$ cat config.mk
export PLATFORM = sky130hd
export DESIGN_NAME = fetch_buffer
export DESIGN_NICKNAME = d
export VERILOG_FILES = /design/src/rtl/fetch_buffer.sv
export SDC_FILE = /design/constraint.sdc
export NUM_CORES = 1
export LEC_CHECK = 0
export CAP_MARGIN = 40
export CORE_UTILIZATION = 49
export CTS_CLUSTER_DIAMETER = 30
export DETAILED_ROUTE_END_ITERATION = 8
export MAX_ROUTING_LAYER = met4
export PLACE_DENSITY = 0.73
export SLEW_MARGIN = 20
export SYNTH_ARGS = -nofsm -noshare
export SYNTH_HDL_FRONTEND = slang
export SYNTH_SLANG_ARGS = --single-unit
$ cat constraint.sdc
create_clock -name CLK -period 3 [get_ports CLK]
set_input_delay 0.3 -clock CLK [delete_from_list [all_inputs] [get_ports CLK]]
set_output_delay 0.3 -clock CLK [all_outputs]
set_load 0.005 [all_outputs]
$ cat src/rtl/fetch_buffer.sv
// Instruction prefetch queue between fetch and decode: circular buffer of {instruction, PCPlus4}
// pairs with branch flush and a stop-on-halt-word fetch block.
module fetch_buffer #(
  parameter int unsigned DEPTH     = 4,
  parameter logic [31:0] HALT_WORD = 32'hFFFF_FFFF,
  parameter logic [31:0] NOP_WORD  = 32'h0000_0000
) (
  input  logic                     CLK,
  input  logic                     RST,
  input  logic                     in_valid,
  output logic                     in_ready,
  input  logic [31:0]              in_instruction,
  input  logic [31:0]              in_PCPlus4,
  input  logic                     flush,
  output logic                     out_valid,
  input  logic                     out_ready,
  output logic [31:0]              out_instruction,
  output logic [31:0]              out_PCPlus4,
  output logic [$clog2(DEPTH):0]   count,
  output logic                     halted
);

  localparam int unsigned AW = $clog2(DEPTH);
  localparam int unsigned PW = AW + 1;

  logic [63:0]   mem_q [DEPTH];
  logic [PW-1:0] wr_ptr_q, rd_ptr_q;
  logic          halted_q;
  logic          full, empty, push, pop;
  logic [AW-1:0] wr_idx, rd_idx;

  assign wr_idx = wr_ptr_q[AW-1:0];
  assign rd_idx = rd_ptr_q[AW-1:0];

  // Pointers carry an extra wrap bit so full and empty are distinguishable.
  assign full  = (wr_idx == rd_idx) && (wr_ptr_q[AW] != rd_ptr_q[AW]);
  assign empty = (wr_ptr_q == rd_ptr_q);

  always_comb begin
    in_ready        = !full && !halted_q && !flush;
    out_valid       = !empty;
    push            = in_valid && in_ready;
    pop             = out_valid && out_ready;
    out_instruction = NOP_WORD;
    out_PCPlus4     = 32'h0;
    if (!empty) begin
      out_instruction = mem_q[rd_idx][63:32];
      out_PCPlus4     = mem_q[rd_idx][31:0];
    end
    count  = wr_ptr_q - rd_ptr_q;
    halted = halted_q;
  end

  always_ff @(posedge CLK) begin
    if (RST || flush) begin
      wr_ptr_q <= '0;
      rd_ptr_q <= '0;
      halted_q <= 1'b0;
    end else begin
      if (push) begin
        wr_ptr_q <= wr_ptr_q + 1'b1;
        if (in_instruction == HALT_WORD) halted_q <= 1'b1;
      end
      if (pop) rd_ptr_q <= rd_ptr_q + 1'b1;
    end
  end

  // Storage needs no reset; push is already blocked during flush.
  always_ff @(posedge CLK) begin
    if (push && !RST) mem_q[wr_idx] <= {in_instruction, in_PCPlus4};
  end

endmodule
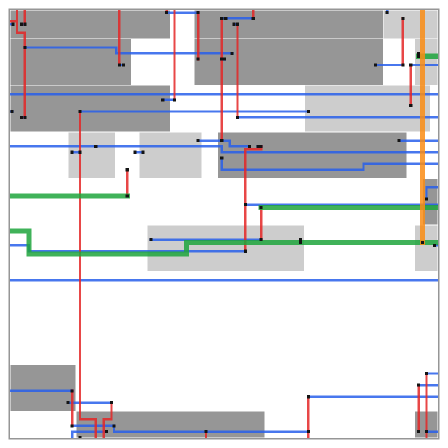
*Layout detail, run 1*
Region (61, 61) to (86, 86) µm. Cells in gray, sequential cells in the stronger gray; small squares are vias.
layer	color
metal 1	blue
metal 4	orange
metal 3	green
metal 2	red
cells with their middle in the window	12
most frequent	edfxtp_1 (7)
sequential cells in the window	7
netlist names of flops here include	mem_q (7)

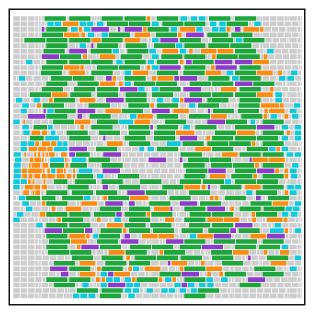
*Cells colored by class, run 1*
Scale: 2 px per µm. Fill, decap, tap and diode cells in gray.
class	color	cells	share of their area
combinational and other logic	orange	186	18%
remaining buffers and delay cells	cyan	154	12%
sequential cells	green	265	60%
clock drivers and dummy loads	purple	73	10%

==> flow_summary.yaml, run 1 <==
# yosys + openroad results
detailed_routing:
  wire_per_inst_um: 20.3
synth:
  logic_family: "multiplexers"
  xor_area_share_pct: 0.595
  syn-cell-area_um2: 10300
  ys_warn_count: 0
run:
  log.warning_count: 30
placement:
  place_area_um2: 12100
  place.gp.congestion: 0.796
  dp_worst_setup_slack_ns: 0.486
pwr:
  seqPwrFrac_pct: 46.2
  switching_share_pct: 20.1
finish:
  nNetsFinal: 724
  drive_gt1_share_pct: 22.7
  n_all_inverters: 7
sta:
  hold_slack_ns: 0.419
clock_tree:
  htreeDepth: 2
  cts_buffer_depth: 3
outcome:
  status: "finished clean"
worst_setup_path:
  crit_end: "out_instruction[6]"
global_routing:
  grt_busiest_layer: "met2"
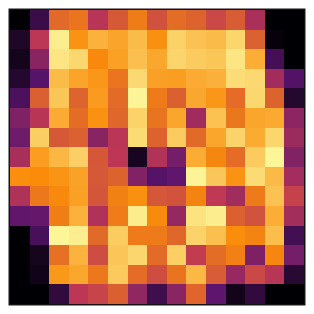
*Placement density heat map, run 1*
Scale: 2 px per µm. The die is cut into 15 by 15 equal tiles; black is low, pale yellow is high, 0 to 100% covered.
fullest tile	98%
tiles over 75% full	39%
mean over tiles	61%
nearly empty tiles	5.8%
densest ninth of the die	top middle

## run 1: critical path, stage by stage (launching register included)
cell             delay, ns
dfxtp_1               0.36
inv_1                 0.12
ha_1                  0.34
nand2_2               0.16
nor2_4                0.06
buf_12                0.18
nor2b_1               0.22
clkdlybuf4s50_1       0.54
## run 1: cell usage in the layout (no fill, tap or decap), types with 3 or more instances in the layout
| cell type | instances |
|---|---|
| buf_4 | 8 |
| and2_4 | 4 |
| clkinv_2 | 5 |
| clkinvlp_4 | 3 |
| ha_1 | 7 |
| nor2b_1 | 61 |
| clkinv_4 | 3 |
| mux4_2 | 60 |
| clkdlybuf4s50_1 | 138 |
| inv_1 | 7 |
| nand4_1 | 8 |
| dfxtp_1 | 7 |
| clkbuf_1 | 4 |
| clkbuf_16 | 41 |
| clkinv_1 | 4 |
| xnor2_1 | 3 |
| bufinv_16 | 3 |
| edfxtp_1 | 256 |
| xor2_1 | 4 |
| buf_12 | 8 |
| mux4_1 | 4 |
| inv_6 | 8 |
| nor2b_4 | 3 |
| nor2_1 | 9 |
## run 1: through the flow
step           cells  util, %
6_report         949     65.8
5_1_grt          949     65.8
4_1_cts          948     65.7
3_5_place_dp     875     59.3
3_3_place_gp     875     59.3
2_1_floorplan    473        -
## run 1: power by group through the flow
stage          Sequential, mW  Clock (mW)  Combinational [mW]
2_1_floorplan            4.18           0               0.117
3_3_place_gp             4.18           0               0.336
3_5_place_dp             4.18           0               0.345
4_1_cts                  4.11        4.50               0.347
5_1_grt                  4.11        4.66               0.369
6_report                 4.11        4.43               0.343
## run 1: flip-flops by register name, summed over array words and instances (netlist names), named ones only
signal and flops:
halted 1, mem_q 256, rd_ptr_q 3, wr_ptr_q 3
==> run 2, diff against run 1 <==
--- a/config.mk
+++ b/config.mk
@@ -11,6 +11,7 @@
 export DETAILED_ROUTE_END_ITERATION = 8
 export MAX_ROUTING_LAYER = met4
 export PLACE_DENSITY = 0.73
+export RECOVER_POWER = 100
 export SLEW_MARGIN = 20
 export SYNTH_ARGS = -nofsm -noshare
 export SYNTH_HDL_FRONTEND = slang
==> constraint.sdc (replaced) <==
create_clock -name CLK -period 3 [get_ports CLK]
set_input_delay 0.45 -clock CLK [delete_from_list [all_inputs] [get_ports CLK]]
set_output_delay 0.45 -clock CLK [all_outputs]
set_load 0.005 [all_outputs]
==> flow_summary.yaml, run 2 <==
# yosys + openroad results
synth:
  xor_area_share_pct: 0.595
  avgSynthCellArea_um2: 21.8
  syn_inst: 473
  syn-cell-area_um2: 10300
  ys.flop_type: "edfxtp_1"
  fa_ha_area_share_pct: 1.04
  synthTopCellsByArea: "edfxtp_1, mux4_2, nor2b_1"
  logic_family: "multiplexers"
  ys_warn_count: 0
  yosysTopAreaCell: "edfxtp_1"
  yosys_area_um2: 10300
  synth-simple-area-share_pct: 5.61
clock_tree:
  htreeDepth: 2
  cts_buffer_depth: 3
  numCtsBuffers: 43
finish:
  layout_top_cell_excl_fill_tap: "edfxtp_1"
  top_regs: "mem_q: 256 flops, rd_ptr_q: 3 flops, wr_ptr_q: 3 flops"
  regMostFlops: "mem_q"
  largest_reg_flops: 256
  fin_area_um2: 13800
  finalNonFillerCells: 961
  fin_util_pct: 67.5
  layout_top_cells: "edfxtp_1, clkdlybuf4s50_1, dlygate4sd3_1"
  drive_gt1_share_pct: 24.0
  nNetsFinal: 728
pwr:
  peakVddDrop_mv: 0.444
sta:
  worstMarginPinSlew_ns: 0.602
  maxSlewViolCount: 0
  setup_viol_count_final: 0
  period_minus_slack_ns: 2.88
  fin_skew_ns: 0.00671
  hold_slack_ns: 0.506
detailed_routing:
  drc_errors: 0
  vias: 5169
  wire_per_inst_um: 21.3
worst_setup_path:
  worstPathRequired_ns: 2.55
  cp.arrival_ns: 2.43
  crit_end: "out_PCPlus4[31]"
  r2r-start: "wr_ptr_q[0]$_SDFFE_PP0P_"
  path_max_fanout: 23
run:
  log.warning_count: 31
placement:
  place.gp.congestion: 0.768
  place_hpwl_mm: 12.0
  dp_worst_setup_slack_ns: 0.360
  place_inst: 873
  place_area_um2: 12100
floorplan:
  die_area_um2: 21600
outcome:
  status: "finished clean"
global_routing:
  grt_max_degree: 48
==> run 2: cell count changes in the layout (fill, tap and decap cells not counted), moves of 6 or more <==
| cell | previous run | this run |
|---|---|---|
| dlygate4sd3_1 | 0 | 64 |
| diode_2 | 1 | 7 |
| bufinv_16 | 3 | 9 |
| inv_6 | 8 | 2 |
| clkdlybuf4s50_1 | 138 | 73 |
==> run 2: layout make-up <==
cell class,instances,area [µm²]
Fill cell,1305,6650
Timing Repair Buffer,155,1690
Multi-Input combinational cell,179,2290
Sequential cell,265,7880
Inverter,7,26.3
Clock inverter,28,382
Antenna cell,7,17.5
Clock buffer,50,1160
Tap cell,270,338
==> run 2: per-layer routing <==
| metal | track usage, % | wire (µm) |
|---|---|---|
| met1 | 25.3 | 8240 |
| met2 | 33.7 | 10600 |
| met3 | 4.50 | 1270 |
| met4 | 6.49 | 362 |
| met5 | - | 0 |
==> run 2: cell families (layout without fill, tap and decap cells) <==
group                      after synthesis  count (layout)
DFF                                    265             265
and+or+nand+nor                         93              93
muxes                                   66              66
buffers and inverters                   29             240
adders and majority gates                8               8
xor gates and xnor gates                 7               7
AOI/OAI and AO/OA                        5               5
other                                    0               7
==> run 2: worst max-delay path: stages (launching register included) <==
cell and delay, ns:
dfxtp_4 0.58, buf_4 0.33, mux4_1 0.39, nor2b_1 0.16, clkdlybuf4s50_1 0.44
==> run 2: power breakdown <==
part           total, mW  internal (mW)  switching, mW
clock               5.16           3.54           1.62
combinational      0.335          0.185          0.150
sequential          4.11           4.10        0.00905
total               9.61           7.83           1.78
==> run 2: what timing repair did <==
action,CTS,global route
resized,4,10
endpoints found under the setup margin,43,63
setup buffers,0,2
cloned,1,0
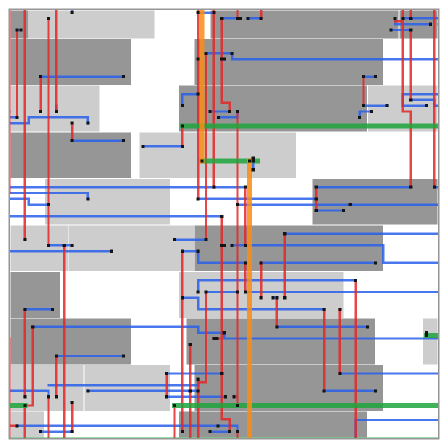
*Layout detail, run 2*
Region (61, 61) to (86, 86) µm. Cells in gray, sequential cells in the stronger gray; small squares are vias.
layer	color
metal 3	green
metal 4	orange
metal 1	blue
metal 2	red
most frequent	edfxtp_1 (11), buf_12 (3), mux4_2 (2)
cells with their middle in the window	20
netlist names of flops here include	mem_q (11)
sequential cells in the window	11

No activity file was given, so power comes from the tool's default toggle rates.
